===== src/rtl/fsm_pkg.sv =====
// Shared FSM state encodings for the input-conditioning front end:
// the debouncer and the downstream edge detector.
package fsm_pkg;

  typedef enum logic [1:0] {
    S_LOW       = 2'd0,
    S_WAIT_HIGH = 2'd1,
    S_HIGH      = 2'd2,
    S_WAIT_LOW  = 2'd3
  } deb_state_t;

  typedef enum logic [1:0] {
    E_IDLE   = 2'd0,
    E_ARMED  = 2'd1,
    E_STROBE = 2'd2
  } edge_state_t;

  function automatic logic is_wait_state(input deb_state_t st);
    return (st == S_WAIT_HIGH) || (st == S_WAIT_LOW);
  endfunction

endpackage


===== src/rtl/sync_chain.sv =====
// N-flop synchroniser for a single asynchronous bit; plain shift chain with
// no logic between stages.
module sync_chain #(
  parameter int unsigned STAGES = 2
) (
  input  logic in_clk,
  input  logic in_rst_n,
  input  logic d,
  output logic q
);

  logic [STAGES-1:0] sync;

  always_ff @(posedge in_clk or negedge in_rst_n) begin
    if (!in_rst_n) begin
      sync <= '0;
    end else begin
      sync <= {sync[STAGES-2:0], d};
    end
  end

  assign q = sync[STAGES-1];

endmodule


===== src/rtl/debounce_sync.sv =====
// Synchronises a raw input and debounces it with a counter-qualified Moore
// FSM; provides the clean level, registered edge strobes and a busy flag.
module debounce_sync
  import fsm_pkg::*;
#(
  parameter int unsigned SYNC_STAGES     = 2,
  parameter int unsigned DEBOUNCE_CYCLES = 4
) (
  input  logic in_clk,
  input  logic in_rst_n,
  input  logic in_i,
  output logic o_q,
  output logic o_rise,
  output logic o_fall,
  output logic o_busy
);

  localparam int unsigned      CNT_W   = $clog2(DEBOUNCE_CYCLES + 1);
  localparam logic [CNT_W-1:0] CNT_MAX = CNT_W'(DEBOUNCE_CYCLES - 1);

  logic             s;
  deb_state_t       state, state_nxt;
  logic [CNT_W-1:0] cnt, cnt_nxt;
  logic             rise_nxt, fall_nxt;

  sync_chain #(.STAGES(SYNC_STAGES)) u_sync (
    .in_clk   (in_clk),
    .in_rst_n (in_rst_n),
    .d        (in_i),
    .q        (s)
  );

  always_ff @(posedge in_clk or negedge in_rst_n) begin
    if (!in_rst_n) begin
      state  <= S_LOW;
      cnt    <= '0;
      o_rise <= 1'b0;
      o_fall <= 1'b0;
    end else begin
      state  <= state_nxt;
      cnt    <= cnt_nxt;
      o_rise <= rise_nxt;
      o_fall <= fall_nxt;
    end
  end

  // Entering a WAIT state is the first sample of the new level, so the
  // accept at cnt==CNT_MAX is the (DEBOUNCE_CYCLES+1)th consecutive sample.
  always_comb begin
    state_nxt = state;
    cnt_nxt   = cnt;
    rise_nxt  = 1'b0;
    fall_nxt  = 1'b0;
    unique case (state)
      S_LOW: begin
        if (s) begin
          state_nxt = S_WAIT_HIGH;
          cnt_nxt   = '0;
        end
      end
      S_WAIT_HIGH: begin
        if (!s) begin
          state_nxt = S_LOW;
          cnt_nxt   = '0;
        end else if (cnt == CNT_MAX) begin
          state_nxt = S_HIGH;
          cnt_nxt   = '0;
          rise_nxt  = 1'b1;
        end else begin
          cnt_nxt = cnt + 1'b1;
        end
      end
      S_HIGH: begin
        if (!s) begin
          state_nxt = S_WAIT_LOW;
          cnt_nxt   = '0;
        end
      end
      S_WAIT_LOW: begin
        if (s) begin
          state_nxt = S_HIGH;
          cnt_nxt   = '0;
        end else if (cnt == CNT_MAX) begin
          state_nxt = S_LOW;
          cnt_nxt   = '0;
          fall_nxt  = 1'b1;
        end else begin
          cnt_nxt = cnt + 1'b1;
        end
      end
      default: begin
        state_nxt = S_LOW;
        cnt_nxt   = '0;
      end
    endcase
  end

  assign o_q    = (state == S_HIGH) || (state == S_WAIT_LOW);
  assign o_busy = is_wait_state(state);

endmodule


===== config.mk =====
export PLATFORM = sky130hd
export DESIGN_NAME = debounce_sync
export DESIGN_NICKNAME = d
export VERILOG_FILES = /design/src/rtl/fsm_pkg.sv /design/src/rtl/sync_chain.sv /design/src/rtl/debounce_sync.sv
export SDC_FILE = /design/constraint.sdc
export NUM_CORES = 1
export LEC_CHECK = 0
export CAP_MARGIN = 20
export CORE_AREA = 4 4 41 43
export CTS_CLUSTER_SIZE = 8
export DETAILED_ROUTE_END_ITERATION = 10
export DIE_AREA = 0 0 45 47
export GPL_TIMING_DRIVEN = 0
export SYNTH_ARGS = -nofsm -noshare
export SYNTH_HDL_FRONTEND = slang
export SYNTH_SLANG_ARGS = --single-unit

===== constraint.sdc =====
create_clock -name in_clk -period 1.55 [get_ports in_clk]
set_input_delay 0.31 -clock in_clk [delete_from_list [all_inputs] [get_ports in_clk]]
set_output_delay 0.31 -clock in_clk [all_outputs]
set_load 0.01 [all_outputs]

Met2 routing:
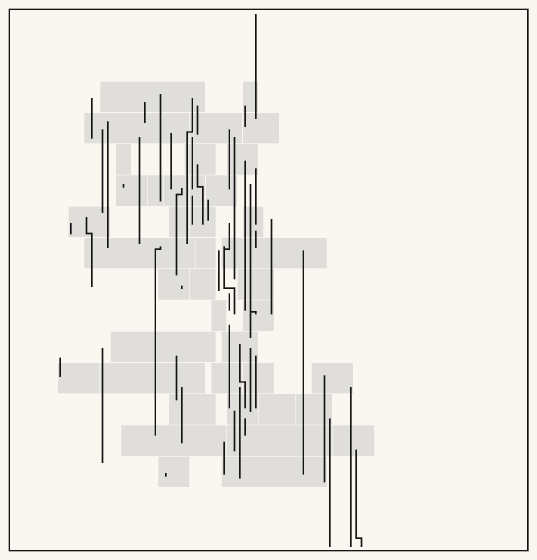
nets with wire on the layer	37
wire length on this layer	312 um
share of all routed wire	55%
longest straight run	19.4 um
main direction	vertical

Cell classes on the final placement:
Fill, decap, tap and diode cells in grey.
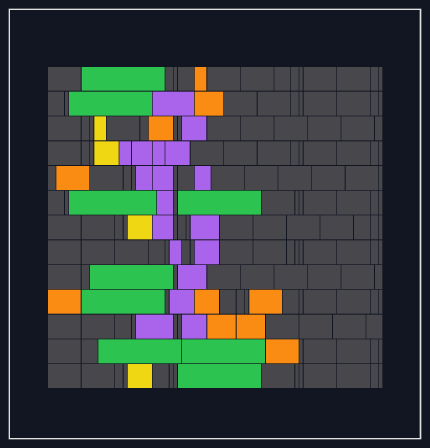
class	colour	cells	share of their area
registers	green	9	49%
remaining logic cells	purple	18	27%
remaining buffers and delay cells	orange	10	18%
clock drivers and dummy loads	yellow	4	5.7%

Nets reached from selected ports:
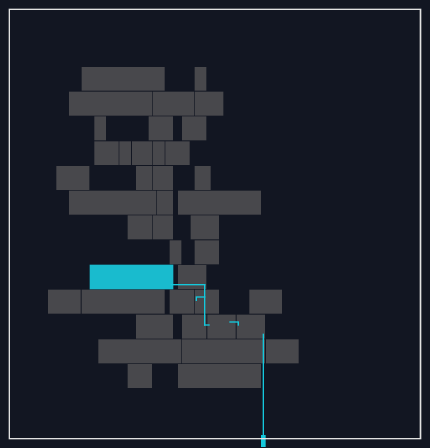
port	colour	direction	end cells	buffers	wire
o_q	cyan	output	1	2	22.1 um

Cell area per tile:
The die is cut into 9 by 9 equal tiles; dark purple is low, yellow is high, 0 to 100% covered.
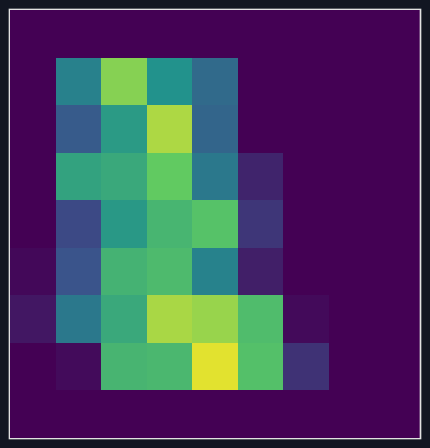
densest ninth of the die	south
fullest tile	96%
mean over tiles	22%
tiles over 75% full	7.4%
nearly empty tiles	54%

==> flow_metrics.tcl <==
# flow metrics
set metrics [dict create \
    status "complete, no violations" \
    diodes 0 \
    slew_headroom_pct 70.8 \
    final_area_um2 480 \
    end_kind "output pin" \
    drt_wl_total_um 564 \
    min_period_ps 1430 \
    firstDrtPassIters 1 \
    dp.cells 50 \
    final.fill_count 135 \
    hpwl_um 429 \
    syn_inst 29 \
    tightest_slew_ps 434 \
    power_frac_comb_pct 30.6 \
    drc 0 \
    yosysTopAreaCell "dfrtp_1" \
    fp_nets 33 \
    cts_tree "built" \
    finalClockSkew_ps 5.27 \
    p_int_w 0.000488 \
    switching_power_w 0.000195 \
    p_leak_nw 0.219 \
    startpoint_type "flip-flop" \
    ios 7 \
    crit_buf_inv 2 \
    cts_sinks 9 \
    hold_viol_final 0 \
    drt_iter0_markers 0 \
    slew_viol_final 0 \
    cp_max_fo 2 \
    die_area_um2 2120 \
    place.gp.congestion 0.680 \
    final_nets 46 \
    hp-class "primary input to asynchronous set/reset pin" \
    core_um2 1300 \
]
[path summary, 6_finish.rpt]
path	to	depth (start not counted)	startpoint
worst max-delay path	o_q	2	flip-flop
worst min-delay path	cnt[0]$_DFFE_PN0P_	1	in_rst_n
worst max register to register	flip-flop	4	cnt[0]$_DFFE_PN0P_
worst min register to register	u_sync.sync[1]$_DFF_PN0_	0	u_sync.sync[0]$_DFF_PN0_
max in group asynchronous	state[0]$_DFFE_PN0P_	1	in_rst_n
min in group in_clk	u_sync.sync[1]$_DFF_PN0_	0	u_sync.sync[0]$_DFF_PN0_
[through the flow]
stage | hold WS (ps) | util (%) | power (W) | setup WS, ps
floorplan | 14.4 | - | 0.000426 | 254
CTS | 345 | 36.9 | 0.000695 | 106
finish | 339 | 36.9 | 0.000682 | 122
detailed placement | 350 | 33.8 | 0.000499 | 124
global route | 360 | 36.9 | 0.000736 | 74.1
global placement | 337 | 33.8 | 0.000486 | 127
[layer usage]
metal	vias to the layer above	part of all wire (%)	wire length, um
met4	0	4.4	25
li1	121	-	-
met5	-	0	0
met3	3	3.5	20
met1	111	37	206
met2	6	55	311
[layout make-up]
type                    instances  area [um^2]  area share [%]
multi-input cells              18          124            25.8
well taps                      15         18.8            3.91
clock buffers                   4         26.3            5.47
plain buffers                   2         12.5            2.60
repair buffers                  8         72.6            15.1
flip-flops and latches          9          226            47.1
[cell usage in the layout (no fill, tap or decap), types with 2 or more instances in the layout]
cell	netlist	final
dfrtp_1	9	8
clkdlybuf4s50_1	0	4
nand2_1	3	3
nand3b_1	3	3
clkbuf_4	0	3
clkbuf_1	1	2
nor3b_1	2	2
o21ai_0	2	2
dlygate4sd2_1	0	2
buf_4	0	2
[worst register-to-register path, cell delays in order, from the launching register on]
cell and delay (ps):
dfrtp_1 390, ha_1 210, and2b_2 210, nand2_1 110, mux2_2 340
[cells by family after synthesis]
logic type               Yosys count  synth area share (%)
AND/OR/NAND/NOR                   11                  19.4
adder cells (fa/ha/maj)            1                  3.46
buffers and inverters              2                  3.46
multiplexers                       1                  3.11
flip-flops                         9                  62.3
AND-OR/OR-AND                      4                  5.88
XOR/XNOR                           1                  2.42
[power groups by stage]
stage	clock network, W	logic, W	registers, W
after floorplan	0	0.000112	0.000314
after global placement	0	0.000168	0.000318
after detailed placement	0	0.000177	0.000322
after CTS	0.000181	0.000212	0.000301
after global routing	0.000196	0.000234	0.000306
final	0.000173	0.000209	0.000300
[timing repair]
| action | CTS | global route |
|---|---|---|
| setup endpoints to repair | 2 | 0 |
| resized | 3 | 0 |
| setup buffers | 2 | 0 |
Power is estimated from default activity; no workload was simulated.
